<file path="config.mk">
export PLATFORM = sky130hd
export DESIGN_NAME = inst_decode_queue
export DESIGN_NICKNAME = d
export VERILOG_FILES = /design/src/rtl/inst_decode_queue.sv
export SDC_FILE = /design/constraint.sdc
export NUM_CORES = 1
export LEC_CHECK = 0
export ABC_AREA = 1
export ABC_CLOCK_PERIOD_IN_PS = 10430
export CAP_MARGIN = 10
export CORE_MARGIN = 2
export CORE_UTILIZATION = 30
export CTS_CLUSTER_SIZE = 12
export DETAILED_ROUTE_END_ITERATION = 7
export PLACE_DENSITY_LB_ADDON = 0.2
export REMOVE_ABC_BUFFERS = 1
export SLEW_MARGIN = 5
export SYNTH_ARGS = -nofsm -noshare
export SYNTH_HDL_FRONTEND = slang
export SYNTH_SLANG_ARGS = --single-unit
export TNS_END_PERCENT = 50
</file>
<file path="constraint.sdc">
create_clock -name i_clk -period 10.43 [get_ports i_clk]
set_input_delay 1.5645 -clock i_clk [delete_from_list [all_inputs] [get_ports i_clk]]
set_output_delay 1.5645 -clock i_clk [all_outputs]
set_load 0.01 [all_outputs]
</file>
<file path="src/rtl/inst_decode_queue.sv">
// Instruction buffer with MIPS32 main decoder on enqueue and trap serialisation.
// Optional feature macro: RELU_INST_EN (custom relu encoding op 6'b011100, funct 6'b000000).
module inst_decode_queue #(
    parameter int DEPTH = 4,
    parameter int PC_W  = 32
) (
    input  logic            i_clk,
    input  logic            i_rst,
    input  logic            i_flush,
    input  logic            i_in_valid,
    output logic            o_in_ready,
    input  logic [PC_W-1:0] i_in_pc,
    input  logic [31:0]     i_in_instr,
    output logic            o_out_valid,
    input  logic            i_out_ready,
    output logic [PC_W-1:0] o_out_pc,
    output logic [31:0]     o_out_instr,
    output logic [20:0]     o_out_ctrl
);
    localparam int AW = $clog2(DEPTH);
    localparam logic [AW:0] C_FULL = (AW+1)'(DEPTH);

    localparam int B_REGWRITE = 20;
    localparam int B_REGDST   = 19;
    localparam int B_ALUSRC   = 18;
    localparam int B_BRANCH   = 17;
    localparam int B_MEMTOREG = 12;
    localparam int B_JUMP     = 11;
    localparam int B_JAL      = 10;
    localparam int B_JR       = 9;
    localparam int B_BAL      = 8;
    localparam int B_MEMEN    = 7;
    localparam int B_HILO     = 6;
    localparam int B_BREAK    = 5;
    localparam int B_SYSCALL  = 4;
    localparam int B_RESERVE  = 3;
    localparam int B_ERET     = 2;
    localparam int B_CP0WE    = 1;
    localparam int B_CP0SEL   = 0;

    typedef enum logic [0:0] {
        ST_RUN  = 1'b0,
        ST_HOLD = 1'b1
    } state_e;

    function automatic logic [20:0] f_decode(input logic [31:0] instr);
        logic [20:0] c;
        c = 21'd0;
        case (instr[31:26])
            6'h08, 6'h09, 6'h0A, 6'h0B, 6'h0C, 6'h0D, 6'h0E, 6'h0F: begin
                c[B_REGWRITE] = 1'b1;
                c[B_ALUSRC]   = 1'b1;
            end
            6'h02: c[B_JUMP] = 1'b1;
            6'h03: begin
                c[B_REGWRITE] = 1'b1;
                c[B_JAL]      = 1'b1;
            end
            6'h04, 6'h05, 6'h06, 6'h07: c[B_BRANCH] = 1'b1;
            6'h01: begin
                case (instr[20:16])
                    5'b00000, 5'b00001: c[B_BRANCH] = 1'b1;
                    5'b10000, 5'b10001: begin
                        c[B_REGWRITE] = 1'b1;
                        c[B_BRANCH]   = 1'b1;
                        c[B_BAL]      = 1'b1;
                    end
                    default: c[B_RESERVE] = 1'b1;
                endcase
            end
            6'h20, 6'h21, 6'h23, 6'h24, 6'h25: begin
                c[B_REGWRITE] = 1'b1;
                c[B_ALUSRC]   = 1'b1;
                c[B_MEMTOREG] = 1'b1;
                c[B_MEMEN]    = 1'b1;
            end
            6'h28, 6'h29, 6'h2B: begin
                c[B_ALUSRC] = 1'b1;
                c[B_MEMEN]  = 1'b1;
                case (instr[27:26])
                    2'b00:   c[16:13] = 4'b0001;
                    2'b01:   c[16:13] = 4'b0011;
                    default: c[16:13] = 4'b1111;
                endcase
            end
            6'h00: begin
                case (instr[5:0])
                    6'h11, 6'h13, 6'h18, 6'h19, 6'h1A, 6'h1B: c[B_HILO] = 1'b1;
                    6'h10, 6'h12: begin
                        c[B_REGWRITE] = 1'b1;
                        c[B_REGDST]   = 1'b1;
                        c[B_HILO]     = 1'b1;
                    end
                    6'h08: c[B_JR] = 1'b1;
                    6'h09: begin
                        c[B_REGWRITE] = 1'b1;
                        c[B_REGDST]   = 1'b1;
                        c[B_JR]       = 1'b1;
                    end
                    6'h0D: c[B_BREAK]   = 1'b1;
                    6'h0C: c[B_SYSCALL] = 1'b1;
                    default: begin
                        c[B_REGWRITE] = 1'b1;
                        c[B_REGDST]   = 1'b1;
                    end
                endcase
            end
            6'h10: begin
                if (instr == 32'h4200_0018) begin
                    c[B_ERET] = 1'b1;
                end else if (instr[25:21] == 5'b00100 && instr[10:3] == 8'd0) begin
                    c[B_CP0WE] = 1'b1;
                end else if (instr[25:21] == 5'b00000 && instr[10:3] == 8'd0) begin
                    c[B_REGWRITE] = 1'b1;
                    c[B_CP0SEL]   = 1'b1;
                end else begin
                    c[B_RESERVE] = 1'b1;
                end
            end
`ifdef RELU_INST_EN
            6'h1C: begin
                if (instr[5:0] == 6'h00) begin
                    c[B_REGWRITE] = 1'b1;
                    c[B_REGDST]   = 1'b1;
                end else begin
                    c[B_RESERVE] = 1'b1;
                end
            end
`endif
            default: c[B_RESERVE] = 1'b1;
        endcase
        return c;
    endfunction

    logic [PC_W-1:0] r_mem_pc    [DEPTH];
    logic [31:0]     r_mem_instr [DEPTH];
    logic [20:0]     r_mem_ctrl  [DEPTH];
    logic [AW-1:0]   r_wr_ptr;
    logic [AW-1:0]   r_rd_ptr;
    logic [AW:0]     r_count;
    state_e          r_state;
    state_e          w_state_nxt;
    logic            w_out_valid;
    logic            w_enq;
    logic            w_deq;
    logic [20:0]     w_head_ctrl;
    logic            w_head_trap;

    assign o_in_ready  = (r_count != C_FULL) && !i_rst && !i_flush;
    assign w_enq       = i_in_valid && o_in_ready;
    assign w_deq       = w_out_valid && i_out_ready;
    assign w_head_ctrl = r_mem_ctrl[r_rd_ptr];
    assign w_head_trap = w_head_ctrl[B_BREAK] | w_head_ctrl[B_SYSCALL] |
                         w_head_ctrl[B_RESERVE] | w_head_ctrl[B_ERET];

    // Entry storage; contents need no reset because outputs are gated by out_valid.
    always_ff @(posedge i_clk) begin
        if (w_enq) begin
            r_mem_pc[r_wr_ptr]    <= i_in_pc;
            r_mem_instr[r_wr_ptr] <= i_in_instr;
            r_mem_ctrl[r_wr_ptr]  <= f_decode(i_in_instr);
        end
    end

    // Pointer and occupancy bookkeeping.
    always_ff @(posedge i_clk) begin
        if (i_rst || i_flush) begin
            r_wr_ptr <= '0;
            r_rd_ptr <= '0;
            r_count  <= '0;
        end else begin
            if (w_enq) begin
                r_wr_ptr <= r_wr_ptr + 1'b1;
            end
            if (w_deq) begin
                r_rd_ptr <= r_rd_ptr + 1'b1;
            end
            case ({w_enq, w_deq})
                2'b10:   r_count <= r_count + 1'b1;
                2'b01:   r_count <= r_count - 1'b1;
                default: r_count <= r_count;
            endcase
        end
    end

    // Serialiser state register.
    always_ff @(posedge i_clk) begin
        if (i_rst) begin
            r_state <= ST_RUN;
        end else begin
            r_state <= w_state_nxt;
        end
    end

    // Issue gating and next state; a trap-class entry leaving the head blocks issue until flush.
    always_comb begin
        w_state_nxt = r_state;
        w_out_valid = 1'b0;
        case (r_state)
            ST_RUN: begin
                w_out_valid = (r_count != '0);
                if (w_out_valid && i_out_ready && w_head_trap) begin
                    w_state_nxt = ST_HOLD;
                end else begin
                    w_state_nxt = ST_RUN;
                end
            end
            ST_HOLD: begin
                w_out_valid = 1'b0;
                w_state_nxt = ST_HOLD;
            end
            default: begin
                w_out_valid = 1'b0;
                w_state_nxt = ST_RUN;
            end
        endcase
        if (i_flush) begin
            w_state_nxt = ST_RUN;
        end else begin
            w_state_nxt = w_state_nxt;
        end
    end

    assign o_out_valid = w_out_valid;
    assign o_out_pc    = w_out_valid ? r_mem_pc[r_rd_ptr]    : {PC_W{1'b0}};
    assign o_out_instr = w_out_valid ? r_mem_instr[r_rd_ptr] : 32'd0;
    assign o_out_ctrl  = w_out_valid ? w_head_ctrl           : 21'd0;

endmodule
</file>
Fig. 1: run 1, signal metal coverage by tile
The die is cut into 22 by 22 equal tiles; black is low, pale yellow is high, scaled to the fullest tile. Values are wire area over tile area, all layers added.
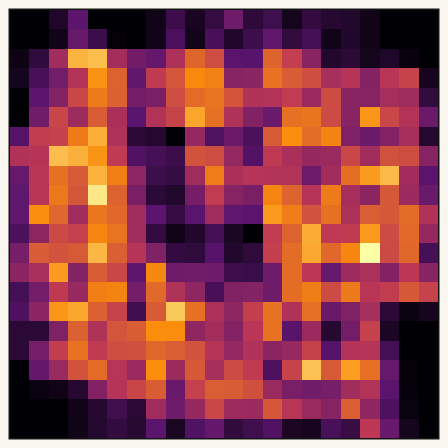
The fullest tile reaches 0.30. The mean over all tiles is 0.12. 35% of the tiles are over half the peak.

Fig. 2: run 1, signal wires on met3
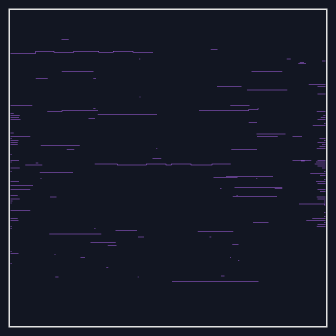
The longest straight run is 60.3 um. The wires run mostly horizontal.

Fig. 3: run 1, nets reached from selected ports
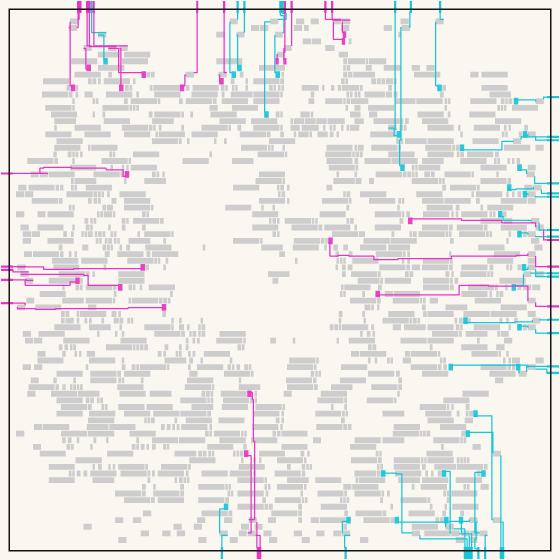
Key: cyan = o_out_pc [direction output, end cells 32, buffers 32, wire 924 um]; magenta = o_out_ctrl [direction output, end cells 20, buffers 21, wire 920 um]

Fig. 4: run 1, sequential cells coloured by netlist name
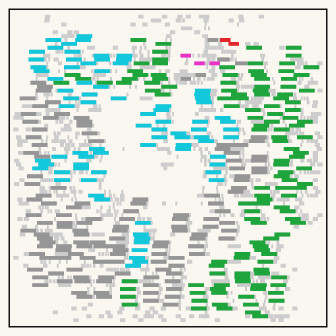
Key: cyan = r_mem_ctrl [placed flops 80]; magenta = r_count [placed flops 3]; red = r_rd_ptr [placed flops 2]; green = r_mem_pc [placed flops 128]

==> flow_metrics.env, run 1 <==
# implementation run metrics
export IMPL_status="finished, final reports clean"
export IMPL_io_buffers=155
export IMPL_crit_path_max_fanout=68
export IMPL_ant_nets=0
export IMPL_tns_ps=0
export IMPL_chipHeight_um=221
export IMPL_initial_core_util=0.304
export IMPL_synth_top_cell_by_area="edfxtp_1"
export IMPL_fillerInstances=4537
export IMPL_num_multi_input_gates=725
export IMPL_cts_hold_buf=0
export IMPL_yosysUniqueCellTypes=37
export IMPL_num_vias=8973
export IMPL_synth_adder_area_share=0.00585
export IMPL_p_leak_nw=5.82
export IMPL_cts_repair_resized=0
export IMPL_finalCritPeriodShare=0.529
export IMPL_synth_flop_count=346
export IMPL_most_common_layout_cells="nor2_1 (352), edfxtp_1 (336), clkdlybuf4s50_1 (155), a21oi_1 (91), o21ai_0 (86)"
export IMPL_cp_num_buf_inv=3
export IMPL_buf_share=0.0942
export IMPL_ir_drop_mv=0.0976
export IMPL_ys_area_um2=14100
export IMPL_design_area_um2=17300
export IMPL_end_kind="output port"
export IMPL_maxSlewViolCount=0
export IMPL_buffers=165
export IMPL_lay_top_count="nor2_1"
export IMPL_die_w_um=221
export IMPL_synth_mux_area_fraction=0
export IMPL_cp_num_cells=7
export IMPL_syn_avg_cell_area_um2=12.0
export IMPL_via_per_inst=4.60
export IMPL_grt_pass1_vias=9010
export IMPL_flops=346
export IMPL_finalClockSkew_ps=11.8
export IMPL_grt_ovfl_total=0
export IMPL_drv_cap=0
export IMPL_r2r_start="r_count[2]$_SDFFE_PP0P_"
export IMPL_final_util=0.372
export IMPL_insertedDiodeCount=0
export IMPL_critPathSlowestCell="buf_4"
export IMPL_drc=0
export IMPL_clk_path_buf_depth=3
export IMPL_pre_cts_ws_ps=5450
export IMPL_htreeDepth=2
export IMPL_hold_depth=1
export IMPL_wire_per_inst_um=18.7
export IMPL_rrSetupSlack_ps=7520
export IMPL_grt_max_degree=93
export IMPL_area_leaders="edfxtp_1 (71%), nor2_1 (9.5%), a21oi_1 (3.2%), o21ai_0 (3.0%), o21ai_1 (2.9%)"
export IMPL_top_area_cell_class="sequential cells"
export IMPL_fin_nets=1392
export IMPL_comb_share=0.189
export IMPL_cts_setup_buffers=0
export IMPL_grt_usage=0.147
export IMPL_clkSinkCount=346
export IMPL_aoi_share=0.0957
export IMPL_ff2ff_path_depth=6
export IMPL_tool_warnings=28
export IMPL_clock_area_frac=0.0675
export IMPL_logic_area_um2=3260
export IMPL_top_logic_kind="simple AND/OR/NAND/NOR gates"
export IMPL_common_cells="nor2_1 (356), edfxtp_1 (336), a21oi_1 (91)"
export IMPL_seq_share=0.597
export IMPL_edf_count=336
export IMPL_tightest_slew_ps=1100
export IMPL_regArea_um2=10300
export IMPL_required_ps=8870
export IMPL_firstDrtPassIters=5
export IMPL_num_io_pins=156
export IMPL_clock_buffers=52
export IMPL_fmax_mhz=181
export IMPL_numPlacedInstances=1883
export IMPL_ys_warn_count=0
export IMPL_reg2reg_to="r_mem_instr[3][16]$_DFFE_PP_"
export IMPL_taps=607
export IMPL_cts_buffers=39
export IMPL_yosysCellCount=1177
export IMPL_root_buffer="clkbuf_16"
export IMPL_drt_initial_drc_count=554
export IMPL_xor_share=0.000621
export IMPL_stdcell_count=1952
export IMPL_seq_area_frac_synth=0.729
export IMPL_arrival_ps=3960
export IMPL_finalSetupViolCount=0
export IMPL_top_cell_area_share=0.715
export IMPL_cp_slowest_stage_delay_ps=780
export IMPL_worst_slack_ps=4910
export IMPL_placed_area_um2=16100
export IMPL_rows=79
export IMPL_power_density_nw_per_um2=172
export IMPL_clkTransAtPathRegs_ps=60
export IMPL_period_needed_ps=5520
export IMPL_dpl_hpwl_um=19900
export IMPL_worst_slew_margin_rel=0.264
export IMPL_async_reset_ff_frac=0
export IMPL_hold_violations=0
export IMPL_timing_worst_setup_path_type="flop to output port"
export IMPL_ys_flop_type="edfxtp_1"
export IMPL_hp_start="r_rd_ptr[0]$_SDFFE_PP0P_"
export IMPL_rsz0062_at_grt="no"
export IMPL_synth_area_um2=14100
export IMPL_routed_wirelength_um=36500
export IMPL_whs_ps=499
export IMPL_hold_class="flop to flop"
export IMPL_core_region_area_um2=46500
export IMPL_nNonClkInverters=40
export IMPL_grt_pass1_wl_um=55300
export IMPL_crit_family="buffers and inverters"
export IMPL_die_area_um2=48800
export IMPL_top_cell="nor2_1"
export IMPL_tritoncts="done"
export IMPL_antenna_found_initial=0
export IMPL_clk_latency_ps=540
export IMPL_p_total_mw=2.96
export IMPL_syn_to_final_growth_pct=22.3
export IMPL_gp_congestion=0.715
export IMPL_cp_start_kind="flop"
export IMPL_yosys_area_share_simple=0.126
export IMPL_crit_path_end="o_out_instr[27]"
export IMPL_drive_gt1_frac=0.0565
run 1: sequential cells by signal (all words and copies together) (netlist names), named ones only:
name / cells
r_state: 1
r_mem_instr: 128
r_rd_ptr: 2
r_count: 3
r_wr_ptr: 2
r_mem_pc: 128
r_mem_ctrl: 80
run 1: metal layers:
layer / part of all wire / GRT usage
met5: 0 / 0
met4: 0.021 / 0.0457
met3: 0.035 / 0.0239
met2: 0.48 / 0.249
met1: 0.46 / 0.194
run 1: where the power goes:
group / leakage [nW] / switching, mW / internal, mW / total, mW
logic: 2.05 / 0.0894 / 0.0650 / 0.154
clock network: 0.572 / 0.530 / 0.739 / 1.27
registers: 3.19 / 0.00422 / 1.54 / 1.54
## Run 2: what changed since run 1
Settings changed: ABC_CLOCK_PERIOD_IN_PS 10430 to 4800.
Clock period 10.43 ns to 4.8 ns, I/O delays scaled along.
Fig. 5: run 2, nets reached from selected ports
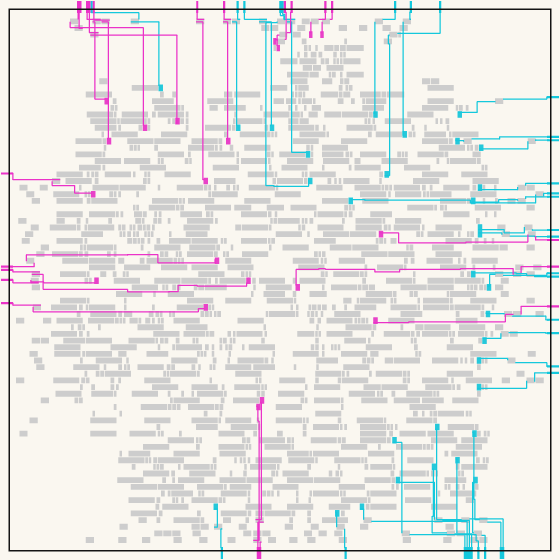
Key: magenta = o_out_ctrl [direction output, end cells 20, buffers 21, wire 1230 um]; cyan = o_out_pc [direction output, end cells 32, buffers 32, wire 1450 um]

Fig. 6: run 2, sequential cells coloured by netlist name
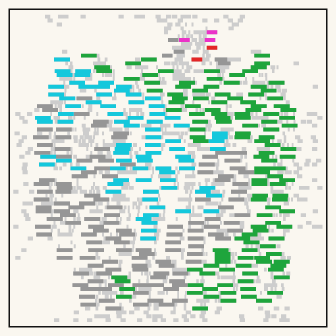
Key: magenta = r_count [placed flops 3]; green = r_mem_pc [placed flops 128]; cyan = r_mem_ctrl [placed flops 80]; red = r_rd_ptr [placed flops 2]
Another 133 sequential cells are not coloured.

Fig. 7: run 2, cell outlines without signal wires
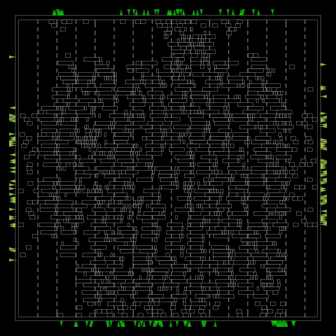
fin util: 0.374
Layout Cells excl Fill: 1957
Taps Inserted: 607
Rows: 79
core area: 46500 um2

==> run 2 against run 1 <==
Effect of this change: critical path depth is 2 lower; clock-buffer cell count is 3 lower; worst setup slack worse by 3800 ps; combinational power is 120% higher; area after synthesis stayed put; global-route usage is 0.42 points lower; non-clock buffer count is 5 higher; largest power group unchanged.
==> flow_metrics.env, run 2 <==
# implementation run metrics
export IMPL_ys_flop_type="edfxtp_1"
export IMPL_cp_slowest_stage_delay_ps=640
export IMPL_synth_area_um2=14100
export IMPL_antenna_found_initial=1
export IMPL_globalRouteMet1Util=0.196
export IMPL_p_leak_nw=5.88
export IMPL_most_common_layout_cells="nor2_1 (352), edfxtp_1 (336), clkdlybuf4s50_1 (155), a21oi_1 (91), o21ai_0 (86)"
export IMPL_hold_class="flop to flop"
export IMPL_period_needed_ps=3720
export IMPL_crit_path_max_fanout=71
export IMPL_cp_num_buf_inv=3
export IMPL_timing_worst_setup_path_type="flop to output port"
export IMPL_drt_met1_wl_um=16500
export IMPL_hold_violations=0
export IMPL_top_cell_area_share=0.715
export IMPL_yosysUniqueCellTypes=37
export IMPL_hold_depth=1
export IMPL_ir_drop_mv=0.198
export IMPL_via_per_inst=4.58
export IMPL_maxSlewViolCount=0
export IMPL_wire_per_inst_um=18.1
export IMPL_topRoutingLayerUsed="met5"
export IMPL_tightest_slew_ps=1080
export IMPL_num_io_pins=156
export IMPL_clk_latency_ps=510
export IMPL_cp_num_cells=5
export IMPL_grt_pass1_wl_um=54600
export IMPL_rrSetupSlack_ps=2010
export IMPL_syn_avg_cell_area_um2=12.0
export IMPL_htreeDepth=2
export IMPL_logic_area_um2=3260
export IMPL_end_kind="output port"
export IMPL_yosysCellCount=1177
export IMPL_synth_top_cell_by_area="edfxtp_1"
export IMPL_cp_start_kind="flop"
export IMPL_arrival_ps=3000
export IMPL_drc=0
export IMPL_drt_initial_drc_count=517
export IMPL_tool_warnings=30
export IMPL_pre_cts_ws_ps=1470
export IMPL_met3_usage=0.0244
export IMPL_placed_area_um2=16200
export IMPL_root_buffer="clkbuf_16"
export IMPL_routed_wirelength_um=35400
export IMPL_top_regs="r_mem_instr (128), r_mem_pc (128), r_mem_ctrl (80)"
export IMPL_rsz0062_at_grt="no"
export IMPL_cts_buffers=39
export IMPL_ys_warn_count=0
export IMPL_power_density_nw_per_um2=369
export IMPL_initial_core_util=0.304
export IMPL_firstDrtPassIters=4
export IMPL_finalClockSkew_ps=6.14
export IMPL_cts_hold_buf=0
export IMPL_finalSetupViolCount=0
export IMPL_numPlacedInstances=1888
export IMPL_die_area_um2=48800
export IMPL_finalCritPeriodShare=0.774
export IMPL_fmax_mhz=269
export IMPL_hp_start="r_rd_ptr[0]$_SDFFE_PP0P_"
export IMPL_syn_to_final_growth_pct=23.2
export IMPL_reg2reg_to="r_count[2]$_SDFFE_PP0P_"
export IMPL_p_total_mw=6.42
export IMPL_edf_count=336
export IMPL_grt_max_degree=169
export IMPL_status="finished, final reports clean"
export IMPL_r2r_start="r_count[1]$_SDFFE_PP0P_"
export IMPL_crit_family="buffers and inverters"
export IMPL_routed_wl_met2_um=16800
export IMPL_worst_slew_margin_rel=0.282
export IMPL_worst_slack_ps=1080
export IMPL_drive_gt1_frac=0.0644
export IMPL_insertedDiodeCount=0
export IMPL_async_reset_ff_frac=0
export IMPL_tritoncts="done"
export IMPL_chipHeight_um=221
export IMPL_clkSinkCount=346
export IMPL_met3_length_um=1510
export IMPL_grtUsageMet2=0.238
export IMPL_regArea_um2=10300
export IMPL_lay_top_count="nor2_1"
export IMPL_design_area_um2=17400
export IMPL_common_cells="nor2_1 (356), edfxtp_1 (336), a21oi_1 (91)"
export IMPL_die_w_um=221
export IMPL_num_vias=8972
export IMPL_top_cell="nor2_1"
export IMPL_ff2ff_path_depth=11
export IMPL_grt_ovfl_total=0
export IMPL_dpl_hpwl_um=20500
export IMPL_cts_repair_resized=0
export IMPL_gp_congestion=0.724
export IMPL_ant_nets=0
export IMPL_io_buffers=155
export IMPL_grt_pass1_vias=9018
export IMPL_seq_area_frac_synth=0.729
export IMPL_whs_ps=503
export IMPL_crit_path_end="o_out_ctrl[20]"
[run 2: final cells by class]
type | count | area share
Multi-Input combinational cell | 725 | 0.187
Clock inverter | 20 | 0.00669
Inverter | 40 | 0.00892
Clock buffer | 49 | 0.0607
Tap cell | 607 | 0.0437
Timing Repair Buffer | 170 | 0.101
Sequential cell | 346 | 0.592
[run 2: power breakdown]
part	leakage (nW)	internal (mW)	switching [mW]
Sequential	3.19	3.34	0.00714
Clock	0.587	1.61	1.13
Combinational	2.10	0.145	0.201
[run 2: kinds of logic after synthesis]
family | after synthesis | synth area share
XOR/XNOR | 1 | 0.000621
flip-flops | 346 | 0.729
buffers and inverters | 106 | 0.0426
AND/OR/NAND/NOR | 452 | 0.126
adder cells (fa/ha/maj) | 6 | 0.00585
AND-OR/OR-AND | 266 | 0.0957
Power figures rest on the tool's default switching activity, not on a simulated workload.
